**Routed metal per tile**

Scale bar: 20 um. The die is cut into 17 by 17 equal tiles; dark blue is low, red is high, scaled to the fullest tile. Values are wire area over tile area, all layers added.
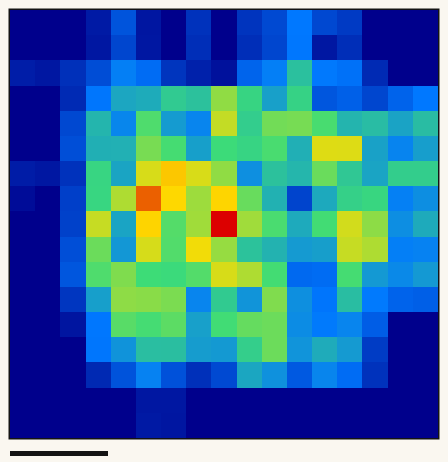
**Local utilization**

Scale bar: 20 um. The die is cut into 9 by 9 equal tiles; dark blue is low, red is high, 0 to 100% covered.
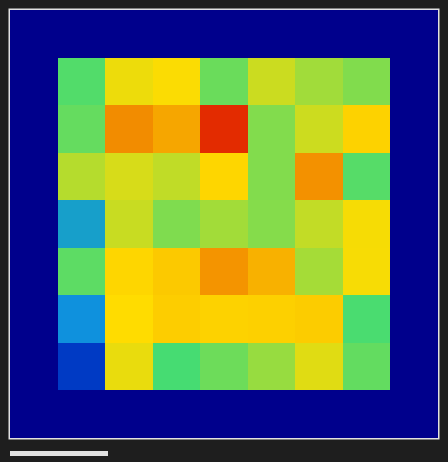
$ cat config.mk
export PLATFORM = sky130hd
export DESIGN_NAME = output_port_arbiter
export DESIGN_NICKNAME = d
export VERILOG_FILES = /design/src/rtl/noc_arb_pkg.sv /design/src/rtl/rr_priority_pick.sv /design/src/rtl/output_port_arbiter.sv
export SDC_FILE = /design/constraint.sdc
export NUM_CORES = 1
export LEC_CHECK = 0
export ABC_AREA = 1
export CAP_MARGIN = 30
export CORE_MARGIN = 10
export CORE_UTILIZATION = 55
export CTS_CLUSTER_DIAMETER = 100
export DETAILED_ROUTE_END_ITERATION = 10
export PLACE_DENSITY_LB_ADDON = 0.08
export SYNTH_ARGS = -nofsm -noshare
export SYNTH_HDL_FRONTEND = slang
export SYNTH_SLANG_ARGS = --single-unit
$ cat constraint.sdc
create_clock -name clk_i -period 5.6 [get_ports clk_i]
set_input_delay 0.84 -clock clk_i [delete_from_list [all_inputs] [get_ports clk_i]]
set_output_delay 0.84 -clock clk_i [all_outputs]
set_load 0.005 [all_outputs]
$ cat src/rtl/noc_arb_pkg.sv
// rtl/noc_arb_pkg.sv - shared constants and state type for the output port arbiter
package noc_arb_pkg;

    localparam int ARB_NUM_PORTS = 5;
    localparam int PORT_IDX_W    = $clog2(ARB_NUM_PORTS);

    typedef enum logic {
        ST_IDLE = 1'b0,
        ST_BUSY = 1'b1
    } arb_state_e;

    localparam logic [PORT_IDX_W-1:0] PORT_NORTH = 3'd0;
    localparam logic [PORT_IDX_W-1:0] PORT_EAST  = 3'd1;
    localparam logic [PORT_IDX_W-1:0] PORT_SOUTH = 3'd2;
    localparam logic [PORT_IDX_W-1:0] PORT_WEST  = 3'd3;
    localparam logic [PORT_IDX_W-1:0] PORT_LOCAL = 3'd4;

endpackage

$ cat src/rtl/rr_priority_pick.sv
// rtl/rr_priority_pick.sv - rotate-priority encoder: first set request at or above ptr, wrapping
module rr_priority_pick
    import noc_arb_pkg::*;
#(
    parameter int NUM_PORTS = ARB_NUM_PORTS,
    parameter int IDX_W     = PORT_IDX_W
) (
    input  logic [NUM_PORTS-1:0] req_i,
    input  logic [IDX_W-1:0]     ptr_i,
    output logic [IDX_W-1:0]     pick_o,
    output logic                 any_o
);

    // Scan farthest-from-ptr first so the closest set bit is the last write.
    always_comb begin
        pick_o = '0;
        any_o  = 1'b0;
        for (int k = NUM_PORTS - 1; k >= 0; k--) begin
            if (req_i[(int'(ptr_i) + k) % NUM_PORTS]) begin
                pick_o = IDX_W'((int'(ptr_i) + k) % NUM_PORTS);
                any_o  = 1'b1;
            end
        end
    end

endmodule

$ cat src/rtl/output_port_arbiter.sv
// rtl/output_port_arbiter.sv - packet-granular round-robin output port arbiter; ARB_TIMEOUT_EN adds forced revoke
module output_port_arbiter
    import noc_arb_pkg::*;
#(
    parameter int NUM_PORTS      = ARB_NUM_PORTS,
    parameter int INPUT_SIZE     = 4,
    parameter int TIMEOUT_CYCLES = 64
) (
    input  logic                            clk_i,
    input  logic                            reset_i,
    input  logic [NUM_PORTS-1:0]            req_i,
    input  logic [NUM_PORTS-1:0]            release_i,
    input  logic [NUM_PORTS*INPUT_SIZE-1:0] flit_in_i,
    input  logic [NUM_PORTS-1:0]            flit_valid_in_i,
    input  logic                            downstream_stall_i,
    output logic [NUM_PORTS-1:0]            grant_o,
    output logic [NUM_PORTS-1:0]            stall_out_o,
    output logic [INPUT_SIZE-1:0]           flit_out_o,
    output logic                            flit_valid_out_o,
    output logic                            timeout_err_o
);

    localparam int IDX_W = (NUM_PORTS > 1) ? $clog2(NUM_PORTS) : 1;

    arb_state_e               state_q, state_d;
    logic [IDX_W-1:0]         owner_q, owner_d;
    logic [IDX_W-1:0]         ptr_q, ptr_d;
    logic [NUM_PORTS-1:0]     grant_q, grant_d;
    logic [INPUT_SIZE-1:0]    flit_q, flit_d;
    logic                     fvalid_q, fvalid_d;
    logic                     terr_q, terr_d;
    logic [IDX_W-1:0]         pick;
    logic                     any_req;
    logic [INPUT_SIZE-1:0]    owner_flit;
    logic                     owner_valid;
    logic                     owner_release;
    logic                     timeout_hit;

    rr_priority_pick #(
        .NUM_PORTS (NUM_PORTS),
        .IDX_W     (IDX_W)
    ) u_pick (
        .req_i  (req_i),
        .ptr_i  (ptr_q),
        .pick_o (pick),
        .any_o  (any_req)
    );

    always_comb begin
        owner_flit    = '0;
        owner_valid   = 1'b0;
        owner_release = 1'b0;
        for (int i = 0; i < NUM_PORTS; i++) begin
            if (owner_q == IDX_W'(i)) begin
                owner_flit    = flit_in_i[i*INPUT_SIZE +: INPUT_SIZE];
                owner_valid   = flit_valid_in_i[i];
                owner_release = release_i[i];
            end
        end
    end

`ifdef ARB_TIMEOUT_EN
    localparam int CNT_W = (TIMEOUT_CYCLES > 1) ? $clog2(TIMEOUT_CYCLES) : 1;
    logic [CNT_W-1:0] cnt_q, cnt_d;

    // Counter sits at zero through IDLE, so it is already cleared on BUSY entry.
    always_comb begin
        cnt_d = cnt_q;
        if (state_q == ST_IDLE)
            cnt_d = '0;
        else if (!downstream_stall_i)
            cnt_d = cnt_q + 1'b1;
    end

    assign timeout_hit = (state_q == ST_BUSY) && !owner_release && !downstream_stall_i
                         && (cnt_q == CNT_W'(TIMEOUT_CYCLES - 1));
`else
    assign timeout_hit = 1'b0;
`endif

    always_comb begin
        state_d  = state_q;
        owner_d  = owner_q;
        ptr_d    = ptr_q;
        grant_d  = grant_q;
        terr_d   = 1'b0;
        case (state_q)
            ST_IDLE: begin
                grant_d = '0;
                if (any_req) begin
                    state_d       = ST_BUSY;
                    owner_d       = pick;
                    grant_d[pick] = 1'b1;
                end
            end
            ST_BUSY: begin
                if (owner_release || timeout_hit) begin
                    state_d = ST_IDLE;
                    grant_d = '0;
                    ptr_d   = (owner_q == IDX_W'(NUM_PORTS - 1)) ? '0 : owner_q + 1'b1;
                    terr_d  = timeout_hit;
                end
            end
            default: state_d = ST_IDLE;
        endcase
        fvalid_d = (state_q == ST_BUSY) && owner_valid && !downstream_stall_i;
        flit_d   = fvalid_d ? owner_flit : flit_q;
    end

    always_ff @(posedge clk_i or posedge reset_i) begin
        if (reset_i) begin
            state_q  <= ST_IDLE;
            owner_q  <= '0;
            ptr_q    <= '0;
            grant_q  <= '0;
            flit_q   <= '0;
            fvalid_q <= 1'b0;
            terr_q   <= 1'b0;
`ifdef ARB_TIMEOUT_EN
            cnt_q    <= '0;
`endif
        end else begin
            state_q  <= state_d;
            owner_q  <= owner_d;
            ptr_q    <= ptr_d;
            grant_q  <= grant_d;
            flit_q   <= flit_d;
            fvalid_q <= fvalid_d;
            terr_q   <= terr_d;
`ifdef ARB_TIMEOUT_EN
            cnt_q    <= cnt_d;
`endif
        end
    end

    // Waiting requesters are held off; only the owner sees the link stall.
    always_comb begin
        stall_out_o = '0;
        for (int i = 0; i < NUM_PORTS; i++) begin
            if ((state_q == ST_BUSY) && (owner_q == IDX_W'(i)))
                stall_out_o[i] = downstream_stall_i;
            else
                stall_out_o[i] = req_i[i];
        end
    end

    assign grant_o          = grant_q;
    assign flit_out_o       = flit_q;
    assign flit_valid_out_o = fvalid_q;
    assign timeout_err_o    = terr_q;

endmodule
==> GITHUB_STEP_SUMMARY <==
### Flow metrics

| Metric | Value |
|---|---|
| Arr. time, crit path | `4.68 ns` |
| Initial antenna violation count | `0` |
| Initial Utilization | `56.67%` |
| Post-synth ARST share | `100.0%` |
| Synth Instances | `377` |
| Hold slack | `0.4869 ns` |
| Crit-path slowest cell | `dfrtp_1` |
| FILL cells | `379` |
| Yosys cell count | `377` |
| Crit start category | `register` |
| Flops & latches, synth | `17` |
| Reg clk slew, reported paths | `0.08 ns` |
| Nets | `496` |
| Setup Crit Path Kind | `reg2reg` |
| Buffer count from post-CTS setup fixing | `0` |
| Max-slew violations | `0` |
| R2r setup slk | `between 1 and 1.5 ns` |
| Gp weighted congestion | `0.9227` |
| Residual DRC | `0` |
| # resized after CTS | `0` |
| Total grt overflow | `0` |
| Final instance area | `slightly above 3000 um^2` |
| 1st-iter DRT viols | `166` |
| Core Region | `4354 um^2` |
| RSZ-0062 raised after global routing | `false` |
| Vias in the first global route | `roughly 2,500` |
| Clock Skews | `0.005457 ns` |
| CP endpoint | `grant_o[1]$_DFFE_PP0P_` |
| Commonest flop | `dfrtp_1` |
| YS chip area | `2467 um^2` |
| Top cell area share | `between 10% and 20%` |
| Worst path buffer plus inverter count | `3` |
| Start point of the critical path | `ptr_q[0]$_DFFE_PP0P_` |
| CP most frequent cell | `nand2_1` |
| Wire per inst | `14.69 um` |
| Reg2reg end | `grant_o[1]$_DFFE_PP0P_` |
| Count of tool warnings | `approximately 44` |
| CTS root buf | `clkbuf_8` |
| Synth Area per Inst | `6.545 um^2` |
| CTS buffer count | `3` |
| Synthesis Warnings | `0` |
| CP top delay family | `simple AND/OR/NAND/NOR gates` |
| Critical Path Sink Type | `register` |
| Status | `finished clean` |
| Yosys top cell by area | `dfrtp_1` |
| Fmax | `roughly 220 MHz` |
| Top-count cell post-synth | `nand2_1` |
| Syn_nets | `~450` |
| Total GRT Usage | `18.20%` |
| DPL Wire Length | `5.770 mm` |
| Worst path depth | `24` |
| Final Critical Period | `4.476 ns` |
| Syn Std Cell Area | `roughly 2500 um^2` |
| First-pass GRT wire length | `11.58 mm` |
| Slew HR | `53.20%` |
| Final number of setup-violating endpoints | `0` |
| Cell Chain, Critical Path | `inv_2, ha_1, inv_1, ha_1, nor2_1, nand3_1, nand2_1, xor2_2, ha_1, inv_1, or2_2, nand3_2, nand3_1, a21oi_1, nand3_1, nand3_1, nand2_1, nand2_1, nand2_1, nand2_1, nand2_2, nor2_2, nand2_1, nand2_1` |
| Post-synth seq share | `17.24%` |
| Site row count | `24` |
| DR vias/cell | `around 5.4` |
| Cell count of the worst hold path | `2` |
| Fin crit share | `about four fifths` |
| CP Max Fanout | `16` |
| Setup_tns | `0 ns` |
## Picture notes: 'routed metal per tile'
20% of the tiles are over half the peak. The densest ninth of the die: centre. The fullest tile reaches 0.57. 27% of the tiles are nearly empty.

## Picture notes: 'local utilization'
The densest ninth of the die: centre. 40% of the tiles are nearly empty. The fullest tile reaches 95%. The emptiest ninth of the die: south-west. 19% of the tiles are over 75% full. The mean over all tiles is 40%.

-- sequential cells by signal, indices dropped and copies added, names as in the netlist --
register / count
flit_out_o: 4
flit_valid_out_o: 1
grant_o: 5
owner_q: 3
ptr_q: 3
state_q: 1
-- layout make-up --
type	instances	area [um^2]	share of cell area, %
well taps	52	65.06	2.121
flip-flops and latches	17	425.4	13.87
clock inverters	1	7.507	0.2447
inverters	53	198.9	6.485
clock buffers	3	41.29	1.346
multi-input cells	300	1809	58.97
repair buffers	52	520.5	16.97
-- layout by cell type (no fill, tap or decap), drive strengths merged --
cell / n
clkdlybuf4s50: 52
nand2: 120
o21bai: 1
conb: 1
a21oi: 19
nand4: 4
o21a: 4
o311ai: 1
a31oi: 1
nand3: 39
o21ai: 29
dfrtp: 17
o211ai: 8
or2: 1
nand3b: 3
a221oi: 1
xor2: 6
inv: 53
a22oi: 2
nor2: 22
clkinvlp: 1
ha: 30
a211oi: 4
xnor2: 1
and2: 2
clkbuf: 3
fa: 1
-- cell families after synthesis --
logic type,after synthesis,synth area share [%]
other,1,0.1520
XOR/XNOR,7,3.398
buffers and inverters,60,9.432
AND/OR/NAND/NOR,191,35.45
flip-flops,17,17.24
adder cells (fa/ha/maj),31,16.02
AND-OR/OR-AND,70,18.31
-- per-stage QoR --
stage          instances  utilization, %
2_1_floorplan        377               -
3_3_place_gp         474           69.34
3_5_place_dp         474           69.34
4_1_cts              478           70.46
5_1_grt              478           70.46
6_report             478           70.46
-- routing by layer --
layer	track usage [%]	routed length, um	up-vias
met5	0	0	-
met4	3.387	65	0
met3	2.996	500	6
met2	30.91	3222	75
met1	23.56	3231	1189
li1	-	-	1328
